**config.mk**
```make
export PLATFORM = sky130hd
export DESIGN_NAME = mem_access_arbiter_flat
export DESIGN_NICKNAME = d
export VERILOG_FILES = /design/src/rtl/mem_access_arbiter_pkg.sv /design/src/rtl/mem_access_arbiter_if.sv /design/src/rtl/mem_access_arbiter_rr_grant.sv /design/src/rtl/mem_access_arbiter.sv /design/src/flat_wrapper.sv
export SDC_FILE = /design/constraint.sdc
export NUM_CORES = 1
export LEC_CHECK = 0
export CAP_MARGIN = 40
export CORE_UTILIZATION = 31
export DETAILED_ROUTE_END_ITERATION = 8
export PLACE_DENSITY = 0.95
export SYNTH_ARGS = -nofsm -noshare
export SYNTH_HDL_FRONTEND = slang
export SYNTH_SLANG_ARGS = --single-unit
```
**constraint.sdc**
```tcl
create_clock -name clk -period 2.95 [get_ports clk]
set_input_delay 0.295 -clock clk [delete_from_list [all_inputs] [get_ports clk]]
set_output_delay 0.295 -clock clk [all_outputs]
set_load 0.01 [all_outputs]
```
**src/rtl/mem_access_arbiter_pkg.sv**
```systemverilog
// Shared defaults for the memory access subsystem.
//   DEF_WIDTH  : data word width
//   DEF_LENGTH : number of memory words
//   DEF_N_REQ  : number of requesters
//   wrap_inc   : modulo-n increment used for the round-robin pointer
package mem_access_arbiter_pkg;
   localparam int DEF_WIDTH  = 32;
   localparam int DEF_LENGTH = 10;
   localparam int DEF_N_REQ  = 2;

   function automatic int unsigned wrap_inc(input int unsigned idx, input int unsigned n);
      return (idx + 1 == n) ? 0 : idx + 1;
   endfunction
endpackage

```
**src/rtl/mem_access_arbiter_if.sv**
```systemverilog
// Requester / response / memory-port bundle of the access arbiter.
//   req_valid/req_write/req_addr/req_wdata : packed per-requester requests
//   req_ready  : one-hot grant
//   resp_valid/resp_rdata/resp_err : registered read response
//   mem_w_*    : memory write port, mem_r_addr/mem_r_data : combinational read port
// Modports: slave = arbiter side, master = requester/memory side.
interface mem_access_arbiter_if
   import mem_access_arbiter_pkg::*;
#(
   parameter int width     = DEF_WIDTH,
   parameter int length    = DEF_LENGTH,
   parameter int n_req     = DEF_N_REQ,
   parameter int addr_size = $clog2(length)
);
   logic [n_req-1:0]           req_valid;
   logic [n_req-1:0]           req_write;
   logic [n_req*addr_size-1:0] req_addr;
   logic [n_req*width-1:0]     req_wdata;
   logic [n_req-1:0]           req_ready;
   logic [n_req-1:0]           resp_valid;
   logic [width-1:0]           resp_rdata;
   logic                       resp_err;
   logic                       mem_w_enable;
   logic [addr_size-1:0]       mem_w_addr;
   logic [width-1:0]           mem_w_data;
   logic [addr_size-1:0]       mem_r_addr;
   logic [width-1:0]           mem_r_data;

   modport slave (
      input  req_valid, req_write, req_addr, req_wdata, mem_r_data,
      output req_ready, resp_valid, resp_rdata, resp_err,
             mem_w_enable, mem_w_addr, mem_w_data, mem_r_addr
   );

   modport master (
      output req_valid, req_write, req_addr, req_wdata, mem_r_data,
      input  req_ready, resp_valid, resp_rdata, resp_err,
             mem_w_enable, mem_w_addr, mem_w_data, mem_r_addr
   );
endinterface

```
**src/rtl/mem_access_arbiter_rr_grant.sv**
```systemverilog
// Combinational round-robin picker.
//   i_valid : request vector
//   i_ptr   : highest-priority index this cycle
//   o_grant : one-hot winner, o_idx : winner index, o_any : some request valid
module rr_grant
   import mem_access_arbiter_pkg::*;
#(
   parameter int N  = DEF_N_REQ,
   parameter int PW = $clog2(N)
) (
   input  logic [N-1:0]  i_valid,
   input  logic [PW-1:0] i_ptr,
   output logic [N-1:0]  o_grant,
   output logic [PW-1:0] o_idx,
   output logic          o_any
);
   logic [N-1:0] w_shift;
   int unsigned  w_cand;

   // Scan from i_ptr upward modulo N; the first valid requester wins.
   always_comb begin
      o_grant = '0;
      o_idx   = '0;
      o_any   = 1'b0;
      w_shift = '0;
      w_cand  = 0;
      for (int unsigned k = 0; k < N; k++) begin
         w_cand  = (32'(i_ptr) + k) % N;
         w_shift = i_valid >> w_cand;
         if (!o_any && w_shift[0]) begin
            o_any   = 1'b1;
            o_idx   = PW'(w_cand);
            o_grant = N'(1) << w_cand;
         end
      end
   end
endmodule

```
**src/rtl/mem_access_arbiter.sv**
```systemverilog
// Round-robin access controller sharing one external memory among n_req
// requesters: one read or write granted per cycle, read data returned one
// cycle later on a registered response bus.
//   clk   : clock (rising edge)
//   rst_n : synchronous active-low reset
//   bus   : request/response/memory bundle (slave side)
module mem_access_arbiter
   import mem_access_arbiter_pkg::*;
#(
   parameter int width     = DEF_WIDTH,
   parameter int length    = DEF_LENGTH,
   parameter int n_req     = DEF_N_REQ,
   parameter int addr_size = $clog2(length)
) (
   input logic                  clk,
   input logic                  rst_n,
   mem_access_arbiter_if.slave  bus
);
   localparam int PW = (n_req > 1) ? $clog2(n_req) : 1;

   logic [PW-1:0]        r_rr_ptr;
   logic [n_req-1:0]     r_resp_valid;
   logic [width-1:0]     r_resp_rdata;
   logic                 r_resp_err;

   logic [n_req-1:0]     w_grant;
   logic [PW-1:0]        w_idx;
   logic                 w_any;
   logic                 w_go;
   logic                 w_write;
   logic                 w_in_range;
   logic                 w_wen;
   logic                 w_ren;
   logic [addr_size-1:0] w_addr;
   logic [width-1:0]     w_wdata;

   rr_grant #(.N(n_req), .PW(PW)) u_rr_grant (
      .i_valid (bus.req_valid),
      .i_ptr   (r_rr_ptr),
      .o_grant (w_grant),
      .o_idx   (w_idx),
      .o_any   (w_any)
   );

   always_comb begin
      w_addr     = bus.req_addr[int'(w_idx)*addr_size +: addr_size];
      w_wdata    = bus.req_wdata[int'(w_idx)*width +: width];
      w_write    = bus.req_write[w_idx];
      // Extra bit keeps the compare correct when length == 2**addr_size.
      w_in_range = {1'b0, w_addr} < (addr_size+1)'(length);
      w_go       = w_any & rst_n;
      w_wen      = w_go & w_write & w_in_range;
      w_ren      = w_go & ~w_write & w_in_range;
   end

   assign bus.req_ready    = w_go ? w_grant : '0;
   assign bus.mem_w_enable = w_wen;
   assign bus.mem_w_addr   = w_wen ? w_addr : '0;
   assign bus.mem_w_data   = w_wen ? w_wdata : '0;
   assign bus.mem_r_addr   = w_ren ? w_addr : '0;

   assign bus.resp_valid   = r_resp_valid;
   assign bus.resp_rdata   = r_resp_rdata;
   assign bus.resp_err     = r_resp_err;

   always_ff @(posedge clk) begin
      if (!rst_n) begin
         r_rr_ptr     <= '0;
         r_resp_valid <= '0;
         r_resp_rdata <= '0;
         r_resp_err   <= 1'b0;
      end else begin
         r_resp_valid <= '0;
         r_resp_err   <= 1'b0;
         if (w_any) begin
            r_rr_ptr   <= PW'(wrap_inc(32'(w_idx), n_req));
            r_resp_err <= ~w_in_range;
            if (!w_write) begin
               r_resp_valid <= w_grant;
               r_resp_rdata <= w_in_range ? bus.mem_r_data : '0;
            end
         end
      end
   end
endmodule

```
**src/flat_wrapper.sv**
```systemverilog
// flat-port wrapper written by rule: the top's interface ports become plain ports
module mem_access_arbiter_flat import mem_access_arbiter_pkg::*;
#(
   parameter int width     = DEF_WIDTH,
   parameter int length    = DEF_LENGTH,
   parameter int n_req     = DEF_N_REQ,
   parameter int addr_size = $clog2(length)
)
  (clk, rst_n, bus_req_valid, bus_req_write, bus_req_addr, bus_req_wdata, bus_mem_r_data, bus_req_ready, bus_resp_valid, bus_resp_rdata, bus_resp_err, bus_mem_w_enable, bus_mem_w_addr, bus_mem_w_data, bus_mem_r_addr);
  mem_access_arbiter_if #(.width(width), .length(length), .n_req(n_req), .addr_size(addr_size)) bus_i ();
  input logic clk;
  input logic rst_n;
  input wire logic [$bits(bus_i.req_valid)-1:0] bus_req_valid;
  input wire logic [$bits(bus_i.req_write)-1:0] bus_req_write;
  input wire logic [$bits(bus_i.req_addr)-1:0] bus_req_addr;
  input wire logic [$bits(bus_i.req_wdata)-1:0] bus_req_wdata;
  input wire logic [$bits(bus_i.mem_r_data)-1:0] bus_mem_r_data;
  output wire logic [$bits(bus_i.req_ready)-1:0] bus_req_ready;
  output wire logic [$bits(bus_i.resp_valid)-1:0] bus_resp_valid;
  output wire logic [$bits(bus_i.resp_rdata)-1:0] bus_resp_rdata;
  output wire logic [$bits(bus_i.resp_err)-1:0] bus_resp_err;
  output wire logic [$bits(bus_i.mem_w_enable)-1:0] bus_mem_w_enable;
  output wire logic [$bits(bus_i.mem_w_addr)-1:0] bus_mem_w_addr;
  output wire logic [$bits(bus_i.mem_w_data)-1:0] bus_mem_w_data;
  output wire logic [$bits(bus_i.mem_r_addr)-1:0] bus_mem_r_addr;
  assign bus_i.req_valid = bus_req_valid;
  assign bus_i.req_write = bus_req_write;
  assign bus_i.req_addr = bus_req_addr;
  assign bus_i.req_wdata = bus_req_wdata;
  assign bus_i.mem_r_data = bus_mem_r_data;
  assign bus_req_ready = bus_i.req_ready;
  assign bus_resp_valid = bus_i.resp_valid;
  assign bus_resp_rdata = bus_i.resp_rdata;
  assign bus_resp_err = bus_i.resp_err;
  assign bus_mem_w_enable = bus_i.mem_w_enable;
  assign bus_mem_w_addr = bus_i.mem_w_addr;
  assign bus_mem_w_data = bus_i.mem_w_data;
  assign bus_mem_r_addr = bus_i.mem_r_addr;
  mem_access_arbiter #(.width(width), .length(length), .n_req(n_req), .addr_size(addr_size)) u_core (.clk(clk), .rst_n(rst_n), .bus(bus_i));
endmodule
```
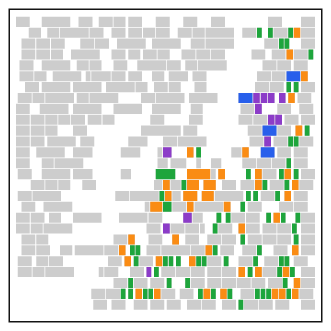
(gate-type map)
Scale: 4 px per um.
- aoi and oai cells: orange (cells 44)
- nor cells: purple (cells 12)
- nand cells: green (cells 69)
- mux cells: blue (cells 4)

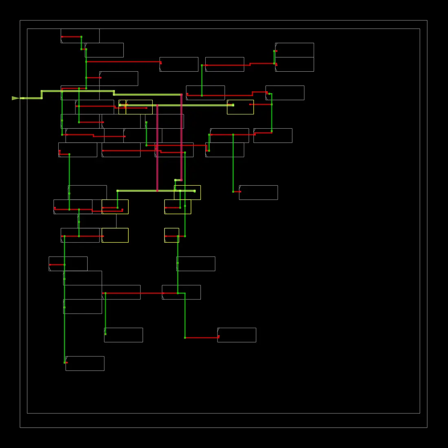
(the clock network)
total CTS buffers: 5
flop count: 36
clock sink total: 36
skew final: 5.88 ps

==> notes.md <==
Entry: Yosys synthesis followed by OpenROAD place and route.

Outcome:
- The flow ran to the end, and the final reports show no timing, DRC or antenna violations.

Logic synthesis:
- The mapped netlist covers 1780 sq um.
- Of all flip-flops after synthesis, the portion carrying an async set or reset was 0%.
- The run gives the number of nets produced by synthesis as 337.
- Sorting the synthesized cells by area gives the leading types as sky130_fd_sc_hd__dfxtp_1, sky130_fd_sc_hd__a22o_1, sky130_fd_sc_hd__nand2_1.
- The commonest register cell is sky130_fd_sc_hd__dfxtp_1.
- In this run, synthesis inferred 0 flip-flops with an integrated enable.
- The run gives the fraction of post-synthesis cell area in the top cell type by area as 40.5%.
- The run puts the gate count after technology mapping at 227.
- The largest total area in the synthesized netlist belongs to sky130_fd_sc_hd__dfxtp_1.
- By count the netlist is led by sky130_fd_sc_hd__nand2_1, sky130_fd_sc_hd__dfxtp_1, sky130_fd_sc_hd__a21oi_1.
- Warnings reported by Yosys during synthesis add up to 0.
- A synthesized cell averages 7.84 sq um.
- After synthesis, the chip area reported by Yosys is 1780 sq um.
- The run puts the count of distinct cell types in the synthesized netlist at 24.
- The run puts the sequential element share of the synthesized area at 40.5%.
- The run puts the number of cell instances after yosys synthesis at 227.
- The post-synth register bit count is 36.
- The run gives the most common cell in the synthesized netlist as sky130_fd_sc_hd__nand2_1.

Setup path:
- The run gives the combined buffer and inverter count along the critical path as 3.
- The critical path maximum fanout is 33.
- The run gives the launch instance of the worst register-to-register path as u_core.r_rr_ptr.
- The report lists the cells along the critical path as clkdlybuf4s50_1 > nand2b_4 > a2111oi_1 > a41oi_2 > buf_12 > a21oi_1 > clkdlybuf4s50_1.
- By instance count, the cell type seen most on the critical path is sky130_fd_sc_hd__clkdlybuf4s50_1.
- The run gives the startpoint type of the worst setup path as an input port.
- STA classifies the critical path endpoint as an output port.
- The run puts the required time of the critical path at 2650 ps.
- The run gives the kind of cell adding the most delay to the critical path as buffers and inverters.
- The largest single stage delay on the critical path is 590 ps.
- The critical path is of the input port to output port type.
- The run puts the signal arrival time at the worst endpoint at 2490 ps.
- The run gives the launch point of the worst path as bus_req_valid[0].
- The slowest stage of the critical path is the sky130_fd_sc_hd__clkdlybuf4s50_1 cell.

Die:
- The run gives the die width as 77.8 um.
- The run puts the chip area at 6050 sq um.
- The run gives the y dimension of the die as 77.8 um.
- The run gives the number of placed I/O pins as 188.
- The run puts the number of cell rows at 27.
- The run gives the starting density of the core as 32.3%.
- The run puts the area of the core at 5510 sq um.

Pwr:
- The run gives the combinational share of power as 32.5%.
- The script computed a power per unit cell area of 345 nW/um^2.
- The clock network is responsible for 27.4% of the overall power.
- The run gives the sequential group share of total power as 40.1%.
- The run puts the internal power at 972 uW.
- The run puts the worst-case vdd ir drop at 0.000403 V.
- The switching component of the power was reported as 353 uW.
- The run gives the cell leakage power as 1.50 nW.
- The run puts the fraction of power spent switching nets at 26.6%.

Clock tree:
- The run puts the insertion delay at the late pin of the worst-skew pair at 280 ps.
- The cell sitting at the root of the clock tree is a sky130_fd_sc_hd__clkbuf_8.
- TritonCTS built the clock tree.
- The number of setup buffers added after CTS is 0.
- The run gives the number of buffers on the longest clock path as 2.
- Per the post-CTS timing run, clock transition at the registers of the reported paths is 70 ps.
- Post-CTS repair ended up resizing 0 cells.
- In this run, post-CTS hold repair placed 0 buffers.
- The run gives the H-tree depth as 2.

Timing:
- The final hold violation count recorded for this run is 0.
- The run puts the worst hold margin at 482 ps.
- The run gives the worst slew margin relative to its limit as 70.8%.
- Endpoints with negative setup slack in the final report add up to 0.
- The run gives the aggregate negative setup slack as 0 ps.
- Setup repair after global routing left no endpoint under its margin.
- The run gives the least setup slack across all paths after layout as 165 ps.
- The run puts the achievable clock frequency at 0.359 GHz.
- The run puts the number of pins with negative max-slew slack in the final report at 0.
- The run puts the actual transition at the worst max-transition pin at 438 ps.
- Dividing the final minimum period by the clock period gives 94.4%.
- The clock period could shrink to 2780 ps.

Global routing:
- The first global-routing pass estimated 11200 um of wire.
- The run gives the overall track demand over capacity in global routing as 23.0%.
- The run puts the largest net degree at the start of global routing at 34.
- The total overflow left after global routing is 0.
- The run puts the via count of the first global-routing pass at 2358.
- The run gives the number of antenna violations at the first check in global routing as 0.

Drt:
- The run puts the vias after detailed routing at 2420.
- The run gives the violation tally from detailed-route iteration zero as 61.
- The run gives the routed wirelength normalized by instance count as 15.0 um.
- The script logs the ratio of routed vias to standard cells as 5.02.
- The run puts the residual antenna-violating net count after detailed routing at 0.
- The run puts the number of DRC violations after detailed routing at 0.
- The run gives the aggregate routed wire length as 7220 um.
- The first TritonRoute pass finished after 4 iterations.

Layout:
- The run gives the fraction of layout cells with a size suffix above 1 as 4.15%.
- The run gives the number of standard cells in the layout, taps in and fillers out as 482.
- The run puts the net count reported at finish at 519.
- The run gives the final cell utilization of the core as 69.8%.
- Per the layout report, the design carries 421 filler cells.
- The run puts the register cell area after layout at 721 sq um.
- The run puts the number of antenna diodes at 0.
- The run gives the synthesis-to-layout area growth as 116%.
- The run puts the footprint of the multi-input gates at 946 sq um.

Place:
- As logged by OpenROAD, the buffers inserted on ports number 187.
- The run gives the cell count after placement as 474.
- The run puts the HPWL reported at the end of detailed placement at 5650 um.
- The run gives the global placer's final weighted congestion as 0.795.
- The pre-CTS setup check shows a worst slack of 104 ps.

Job:
- Across the run, the number of max-cap violations was 0.
- Warnings raised by the tools during the run amount to 26.

Hold path:
- The path class of the tightest hold or removal check is flip-flop to flip-flop.
- In this run the most critical hold path is launched from u_core.bus.resp_rdata[30].
[sequential cells by signal, summed over array words and instances (netlist names)]
register               cells
u_core.bus.resp_rdata     32
u_core.bus.resp_valid      2
u_core.bus.resp_err        1
u_core.r_rr_ptr            1
[logic make-up after synthesis]
| kind of cell | count (synthesis) | share of synthesized area, % |
|---|---|---|
| compound gates | 79 | 31.4 |
| simple gates | 83 | 19.3 |
| flops | 36 | 40.5 |
| mux | 4 | 2.25 |
| buf+inv | 25 | 6.54 |
[layout by cell type, fill, tap and decap left out, types with 2 or more instances in the layout]
| master | synthesis | layout |
|---|---|---|
| sky130_fd_sc_hd__inv_1 | 6 | 6 |
| sky130_fd_sc_hd__nor3_1 | 9 | 9 |
| sky130_fd_sc_hd__a22o_1 | 32 | 32 |
| sky130_fd_sc_hd__mux2i_1 | 4 | 4 |
| sky130_fd_sc_hd__clkdlybuf4s50_1 | 0 | 187 |
| sky130_fd_sc_hd__clkbuf_8 | 0 | 6 |
| sky130_fd_sc_hd__dfxtp_1 | 36 | 36 |
| sky130_fd_sc_hd__a32oi_1 | 2 | 2 |
| sky130_fd_sc_hd__buf_12 | 0 | 2 |
| sky130_fd_sc_hd__o21ai_0 | 3 | 3 |
| sky130_fd_sc_hd__buf_4 | 0 | 4 |
| sky130_fd_sc_hd__nand2_1 | 67 | 67 |
| sky130_fd_sc_hd__a21oi_1 | 35 | 35 |
[power groups by stage]
stage | clock network, mW | logic (mW) | registers [mW]
global route | 0.393 | 0.463 | 0.534
detailed placement | 0 | 0.430 | 0.541
floorplan | 0 | 0.137 | 0.552
global placement | 0 | 0.417 | 0.540
CTS | 0.368 | 0.432 | 0.531
finish | 0.363 | 0.431 | 0.531
[through the flow]
| stage | power (mW) | area, sq um |
|---|---|---|
| after floorplan | 0.689 | 1780 |
| after global placement | 0.956 | 3720 |
| after detailed placement | 0.971 | 3750 |
| after CTS | 1.33 | 3840 |
| after global routing | 1.39 | 3840 |
| final | 1.33 | 3840 |
[layout make-up]
type | count | area share [%]
repair buffers | 194 | 51.3
multi-input cells | 166 | 24.6
flip-flops and latches | 36 | 18.8
well taps | 72 | 2.34
clock buffers | 7 | 2.25
inverters | 6 | 0.586
clock inverters | 1 | 0.195
[worst reg2reg max path, stage by stage, from the launching register on]
cell and delay, ps:
sky130_fd_sc_hd__dfxtp_1 330, sky130_fd_sc_hd__nand2b_4 170, sky130_fd_sc_hd__and2_1 220, sky130_fd_sc_hd__o2111a_1 390
sky130_fd_sc_hd__buf_16 220, sky130_fd_sc_hd__a22o_1 250
[worst paths after layout]
check / slack, ps / to / depth (start not counted)
max: 170 / bus_mem_w_data[29] / 7
min: 480 / u_core.bus.resp_rdata[30] / 1
max reg2reg: 1270 / u_core.bus.resp_rdata[6] / 5
min reg2reg: 480 / u_core.bus.resp_rdata[30] / 1
[routing by layer]
layer | global-route usage (%) | vias to the layer above | part of all wire, %
li1 | - | 1165 | -
met5 | 0 | - | 0
met2 | 41.2 | 134 | 49
met4 | 9.62 | 0 | 3.6
met3 | 7.65 | 24 | 8.9
met1 | 24.5 | 1097 | 38
Power and IR drop assume default switching activity.
